### src/rtl/prog_loader_pkg.sv
// ============================================================================
// prog_loader_pkg : shared word size and loader FSM state encodings
// Rev 1.0
// ============================================================================
`default_nettype none

package prog_loader_pkg;

  localparam int WORD_SIZE = 8;

  typedef enum logic [2:0] {
    ST_IDLE     = 3'd0,
    ST_GET_ADDR = 3'd1,
    ST_GET_LEN  = 3'd2,
    ST_LOAD     = 3'd3,
    ST_FLUSH    = 3'd4
  } state_t;

endpackage

`default_nettype wire

### src/rtl/prog_loader.sv
// ============================================================================
// prog_loader : streams an {addr, len, data...} frame into processor memory
// Rev 1.0
// ============================================================================
`default_nettype none

module prog_loader
  import prog_loader_pkg::*;
#(
  parameter int word_size = WORD_SIZE
) (
  input  logic                 clk,
  input  logic                 rst,
  input  logic                 start,
  input  logic                 abort,
  input  logic [word_size-1:0] byte_in,
  input  logic                 byte_valid,
  output logic                 byte_ready,
  output logic [word_size-1:0] address_bus,
  output logic [word_size-1:0] data_bus,
  output logic                 ext_write,
  output logic                 cpu_rst,
  output logic                 busy,
  output logic                 done,
  output logic                 err
);

  state_t                 r_state;
  state_t                 w_state_nxt;
  logic [word_size-1:0]   r_ptr;
  logic [word_size-1:0]   w_ptr_nxt;
  logic [word_size-1:0]   r_cnt;
  logic [word_size-1:0]   w_cnt_nxt;
  logic [word_size-1:0]   w_addr_nxt;
  logic [word_size-1:0]   w_data_nxt;
  logic                   w_ext_write_nxt;
  logic                   w_cpu_rst_nxt;
  logic                   w_done_nxt;
  logic                   w_err_nxt;
  logic                   w_accept;

  assign busy       = (r_state != ST_IDLE);
  assign byte_ready = (r_state == ST_GET_ADDR) || (r_state == ST_GET_LEN) ||
                      (r_state == ST_LOAD);
  assign w_accept   = byte_valid && byte_ready;

  always_ff @(posedge clk or negedge rst) begin
    if (!rst) begin
      r_state     <= ST_IDLE;
      r_ptr       <= '0;
      r_cnt       <= '0;
      address_bus <= '0;
      data_bus    <= '0;
      ext_write   <= 1'b0;
      cpu_rst     <= 1'b0;
      done        <= 1'b0;
      err         <= 1'b0;
    end else begin
      r_state     <= w_state_nxt;
      r_ptr       <= w_ptr_nxt;
      r_cnt       <= w_cnt_nxt;
      address_bus <= w_addr_nxt;
      data_bus    <= w_data_nxt;
      ext_write   <= w_ext_write_nxt;
      cpu_rst     <= w_cpu_rst_nxt;
      done        <= w_done_nxt;
      err         <= w_err_nxt;
    end
  end

  always_comb begin
    w_state_nxt     = r_state;
    w_ptr_nxt       = r_ptr;
    w_cnt_nxt       = r_cnt;
    w_addr_nxt      = address_bus;
    w_data_nxt      = data_bus;
    w_ext_write_nxt = 1'b0;
    w_cpu_rst_nxt   = cpu_rst;
    w_done_nxt      = 1'b0;
    w_err_nxt       = 1'b0;

    // Abort wins over any byte offered on the same edge, so nothing new is written.
    if (abort && (r_state != ST_IDLE)) begin
      w_state_nxt   = ST_IDLE;
      w_err_nxt     = 1'b1;
      w_cpu_rst_nxt = 1'b0;
    end else begin
      case (r_state)
        ST_IDLE: begin
          if (start) begin
            w_state_nxt   = ST_GET_ADDR;
            w_cpu_rst_nxt = 1'b0;
          end
        end
        ST_GET_ADDR: begin
          if (w_accept) begin
            w_ptr_nxt   = byte_in;
            w_state_nxt = ST_GET_LEN;
          end
        end
        ST_GET_LEN: begin
          if (w_accept) begin
            w_cnt_nxt   = byte_in;
            w_state_nxt = ST_LOAD;
          end
        end
        ST_LOAD: begin
          if (w_accept) begin
            w_ext_write_nxt = 1'b1;
            w_addr_nxt      = r_ptr;
            w_data_nxt      = byte_in;
            w_ptr_nxt       = r_ptr + word_size'(1);
            w_cnt_nxt       = r_cnt - word_size'(1);
            // A length of zero wraps through all values, giving 2**word_size bytes.
            if (r_cnt == word_size'(1)) begin
              w_state_nxt = ST_FLUSH;
            end
          end
        end
        ST_FLUSH: begin
          w_state_nxt   = ST_IDLE;
          w_cpu_rst_nxt = 1'b1;
          w_done_nxt    = 1'b1;
        end
        default: begin
          w_state_nxt = ST_IDLE;
        end
      endcase
    end
  end

endmodule

`default_nettype wire

### config.mk
export PLATFORM = sky130hd
export DESIGN_NAME = prog_loader
export DESIGN_NICKNAME = d
export VERILOG_FILES = /design/src/rtl/prog_loader_pkg.sv /design/src/rtl/prog_loader.sv
export SDC_FILE = /design/constraint.sdc
export NUM_CORES = 1
export LEC_CHECK = 0
export ABC_AREA = 1
export CAP_MARGIN = 15
export CORE_ASPECT_RATIO = 1.4
export CORE_UTILIZATION = 45
export CTS_CLUSTER_DIAMETER = 30
export DETAILED_ROUTE_END_ITERATION = 6
export HOLD_SLACK_MARGIN = 0.02
export PLACE_DENSITY = 0.77
export REMOVE_ABC_BUFFERS = 1
export SLEW_MARGIN = 5
export SYNTH_ARGS = -nofsm -noshare
export SYNTH_HDL_FRONTEND = slang
export SYNTH_SLANG_ARGS = --single-unit
### constraint.sdc
create_clock -name clk -period 1.15 [get_ports clk]
set_input_delay 0.23 -clock clk [delete_from_list [all_inputs] [get_ports clk]]
set_output_delay 0.23 -clock clk [all_outputs]
set_load 0.02 [all_outputs]
Signal wires on met1:
The bar under the picture is 20 um long. Supply wires on this layer in grey.
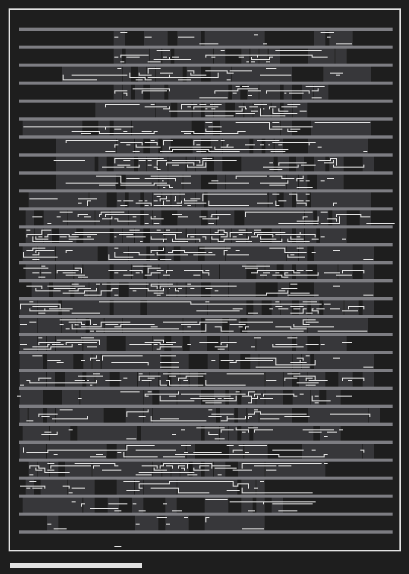
The wires run mostly horizontal. The longest straight run is 19.8 um.

Signal wires on met2:
The bar under the picture is 20 um long.
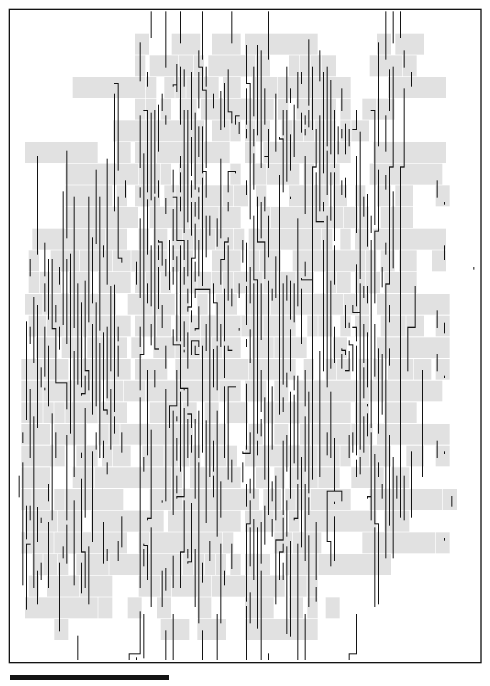
The layer holds 56% of the routed length. 322 nets have wire on it. The layer carries 3000 um of wire.
Vias: 2081
drt total wl: 5340 um
grt met2 use: 0.420

Wiring by layer:
Only two layers are drawn.
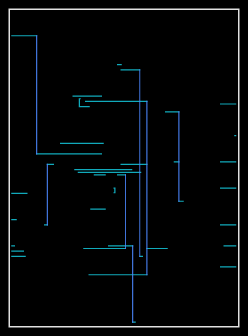
Cyan stands for met3, wire length 197 um. Blue stands for met4, wire length 201 um.
Routed WL per cell: 12.9 um
total track usage: 0.231

Routing congestion map:
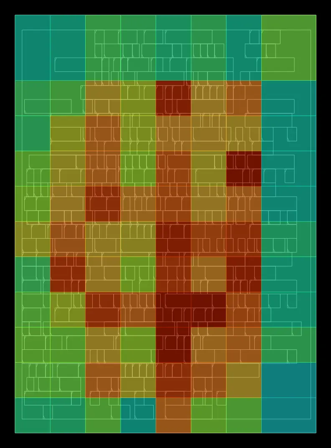
Finished Core Util: 0.708
grt met1 use: 0.243
grt peak-use layer: met2
M3 GR Usage: 0.0520

==> job_summary.md <==
### Flow metrics

| Metric | Value |
|---|---|
| Outcome | `finished with violations` |
| Final Non-Filler Cells | `412` |
| DRC violations left | `0` |
| Max_cap viols | `0` |
| Failing checks | `setup timing` |
| Worst-Margin Slew | `0.225 ns` |
| Leading area contributor after synthesis | `dfrtp_1` |
| Stage-log warning count | `28` |
| MI comb cells | `191` |
| Commonest flop | `dfrtp_1` |
| Total power | `0.00757 W` |
| DR WL met2 | `3000 um` |
| Crit Path Max Fanout | `3` |
| Non-Clock Buffer Area Fraction | `0.224` |
| Reg-to-reg startpoint | `r_state[1]` |
| Worst setup SP type | `flop` |
| Path depth of the worst reg2reg path | `7` |
| Most frequent cells in the layout | `nand2_1 (69), dfrtp_1 (37), buf_4 (33)` |
| R2r endpoint | `data_bus[3]` |
| Share of layout cells above drive strength 1 | `0.392` |
| Seq area share | `0.321` |
| Clk_skew | `0.00693 ns` |
| Die width | `59 um` |
| Placed Instance Area | `0.00273 mm^2` |
| Cell count after synthesis | `267` |
| Logic family by area | `simple AND/OR/NAND/NOR gates` |
| DR WL met3 | `197 um` |
| Setup ws final | `-0.263 ns` |
| Syn-to-layout area delta | `49.0%` |
| Critical path class | `flop to primary output` |
| HPWL after DPL | `3510 um` |
| Cycle use final | `1.23` |
| Post-synth ARST share | `1.00` |
| Initial DRC Count | `66` |
| RSZ-0062 raised after global routing | `true` |
| Critical path depth | `5` |
| Delay of the slowest critical-path stage | `0.41 ns` |
| Clock transition time at the flip-flop clock pins of the worst setup and hold paths | `0.08 ns` |
| I/O Buffers | `34` |
| CLK BUF | `6` |
| P_sw | `0.00323 W` |
| Fillers | `346` |
| Core area | `0.00431 mm^2` |
| WP data required | `0.92 ns` |
| Relative slew margins | `0.849` |
| Worst skew pair latency | `0.30 ns` |
| Buffer depth of the longest clock path | `2` |
| Vias in the first global route | `2034` |
| Count of library flops with an enable pin | `0` |
| Final Slew Violations | `0` |
| Peak supply drop | `1.55 mV` |
| H-tree levels | `2` |
| Grt total ovfl | `0` |
| Pre-antenna DRT Iters | `6` |
| Non-CTS inverters | `31` |
| Synth warn | `0` |
| Top Consumer | `combinational logic` |
| Fin crit period | `1.41 ns` |
| Final Setup Violations | `39` |
| Chip Height | `81.8 um` |
| Clock network power | `0.000940 W` |
| Seq share, synth | `0.477` |
| Largest class | `combinational gates` |
| Power Density | `2480 mW/mm^2` |
Power and IR drop assume default switching activity.
